--- config.mk ---
export PLATFORM = sky130hd
export DESIGN_NAME = return_stack
export DESIGN_NICKNAME = d
export VERILOG_FILES = /design/src/rtl/return_stack.sv
export SDC_FILE = /design/constraint.sdc
export NUM_CORES = 1
export LEC_CHECK = 0
export ABC_AREA = 1
export CAP_MARGIN = 30
export CORE_UTILIZATION = 62
export CTS_BUF_LIST = sky130_fd_sc_hd__clkbuf_2 sky130_fd_sc_hd__clkbuf_4 sky130_fd_sc_hd__clkbuf_8
export DETAILED_ROUTE_END_ITERATION = 10
export PLACE_DENSITY_LB_ADDON = 0.1
export SETUP_SLACK_MARGIN = 0.05
export SYNTH_ARGS = -nofsm -noshare
export SYNTH_HDL_FRONTEND = slang
export SYNTH_SLANG_ARGS = --single-unit
--- constraint.sdc ---
create_clock -name clk -period 6.1 [get_ports clk]
set_input_delay 1.22 -clock clk [delete_from_list [all_inputs] [get_ports clk]]
set_output_delay 1.22 -clock clk [all_outputs]
set_load 0.01 [all_outputs]
--- src/rtl/return_stack.sv ---
// Return-address stack for CALL/RET prediction: DEPTH x AW register file with
// a saturating pointer, zero-latency top-of-stack read and sticky error flags.
module return_stack #(
    parameter int unsigned DEPTH = 8,
    parameter int unsigned AW    = 19
) (
    input  logic                       clk,
    input  logic                       rst,
    input  logic                       call_en,
    input  logic                       ret_en,
    input  logic [AW-1:0]              push_addr,
    input  logic                       err_clr,
    output logic [AW-1:0]              stk_ret_inst,
    output logic                       empty,
    output logic                       full,
    output logic [$clog2(DEPTH):0]     count,
    output logic                       overflow,
    output logic                       underflow
);

    localparam int unsigned PW = $clog2(DEPTH);
    localparam int unsigned CW = PW + 1;

    logic [AW-1:0] mem [DEPTH];
    logic [CW-1:0] count_nxt;
    logic          overflow_nxt;
    logic          underflow_nxt;
    logic          wr_en;
    logic [PW-1:0] wr_idx;
    logic [PW-1:0] top_idx;

    assign top_idx = PW'(count - CW'(1));

    // Status and top-of-stack are derived from the pointer without a register stage
    always_comb begin
        empty        = (count == '0);
        full         = (count == CW'(DEPTH));
        stk_ret_inst = empty ? '0 : mem[top_idx];
    end

    // Next pointer, write strobe and sticky-flag update; error events beat err_clr
    always_comb begin
        count_nxt     = count;
        overflow_nxt  = overflow & ~err_clr;
        underflow_nxt = underflow & ~err_clr;
        wr_en         = 1'b0;
        wr_idx        = count[PW-1:0];
        unique case ({call_en, ret_en})
            2'b10: begin
                if (full) begin
                    overflow_nxt = 1'b1;
                end else begin
                    wr_en     = 1'b1;
                    count_nxt = count + CW'(1);
                end
            end
            2'b01: begin
                if (empty) begin
                    underflow_nxt = 1'b1;
                end else begin
                    count_nxt = count - CW'(1);
                end
            end
            2'b11: begin
                wr_en = 1'b1;
                if (empty) begin
                    wr_idx        = '0;
                    count_nxt     = CW'(1);
                    underflow_nxt = 1'b1;
                end else begin
                    wr_idx = top_idx;
                end
            end
            default: ;
        endcase
    end

    always_ff @(posedge clk or negedge rst) begin
        if (!rst) begin
            count     <= '0;
            overflow  <= 1'b0;
            underflow <= 1'b0;
        end else begin
            count     <= count_nxt;
            overflow  <= overflow_nxt;
            underflow <= underflow_nxt;
        end
    end

    // Entry storage is never reset; empty masks stale contents on the read port
    always_ff @(posedge clk) begin
        if (wr_en && rst) begin
            mem[wr_idx] <= push_addr;
        end
    end

endmodule

Figure 1. Sequential cells coloured by netlist name.
Bar = 20 um. Other sequential cells in the stronger grey, the rest of the logic in the fainter grey.
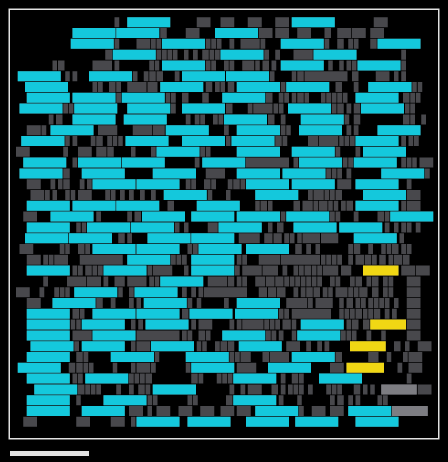
legend:
  cyan:
    signal: mem
    sequential_cells: 152
    where: spread over the die
  yellow:
    signal: count
    sequential_cells: 4
    where: bottom right

Figure 2. Gate families picked out.
Bar = 20 um.
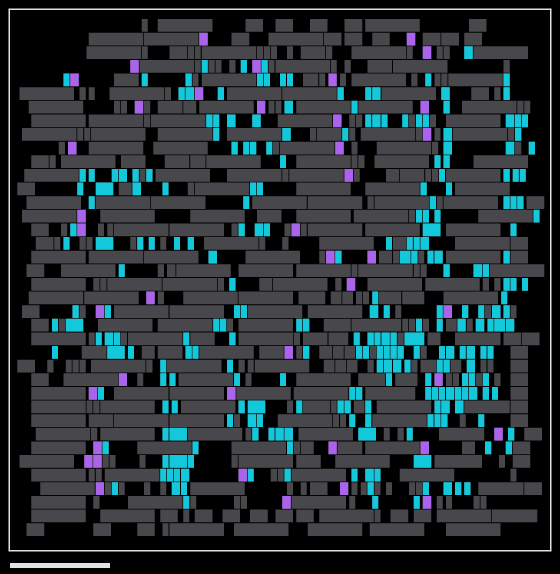
legend:
  purple:
    family: aoi and oai cells
    cells: 41
    most_used: o21ai_0
    where: spread over the die
  cyan:
    family: nand cells
    cells: 255
    most_used: nand2_1
    where: spread over the die
Comb area share: 22.9%
final non-filler cell total: 877
most numerous logic cell after layout: nand2_1

==> flow_metrics.tcl <==
# place-and-route summary
set metrics [dict create \
    synthCells 675 \
    worstRegToRegCells 10 \
    p_clk_share_pct 20.5 \
    ys.flops 158 \
    synth.largest_area_cell "edfxtp_1" \
    seq_share_pct 58.5 \
    worstHoldStart "overflow" \
    r2r_start "count[0]" \
    initial_core_util_pct 63.7 \
    power.net_switching_uw 1660 \
    path_class "reg2out" \
    die_area_um2 11600 \
    max-cap-violations 0 \
    synth_warnings 0 \
    yosys_area_um2 6940 \
    final-comb-area_um2 1850 \
    numCtsBuffers 17 \
    rrSetupSlack_ns 2.56 \
    largest_register_ffs 152 \
    syn_area_um2 6940 \
    rows 38 \
    slew_violations 0 \
    status "finished clean" \
    core_region_area_um2 10900 \
    p_total_uw 4250 \
    p_clk_uw 871 \
    root_buffer "clkbuf_8" \
    yosysCellCount 675 \
    worst_pin_slew_ns 0.903 \
    fmax_mhz 218 \
    grt_pass1_wl_um 23100 \
    skew_ns 0.0133 \
    power.group.top "combinational cells" \
]
synthesized netlist by cell type:
cell type	instances
buf_12	1
buf_4	1
nand2_1	199
ha_1	3
nand2_2	1
nand3_2	10
o21ai_1	9
inv_2	3
edfxtp_1	152
buf_2	21
nor2_2	2
o21ai_0	32
nand2_4	1
nor2_1	127
xnor2_1	1
clkbuf_1	6
nand4_1	1
buf_1	1
nand3_1	43
inv_1	52
dfrtp_1	6
buf_6	3
critical path: stages, from the launching register on:
cell and delay (ns):
dfrtp_2 0.41, inv_2 0.47, ha_1 0.36, inv_1 0.30, buf_4 0.42, nand2_1 0.10
nand3_1 0.08, nand2_1 0.07, nor2_1 0.15, clkdlybuf4s50_1 0.55
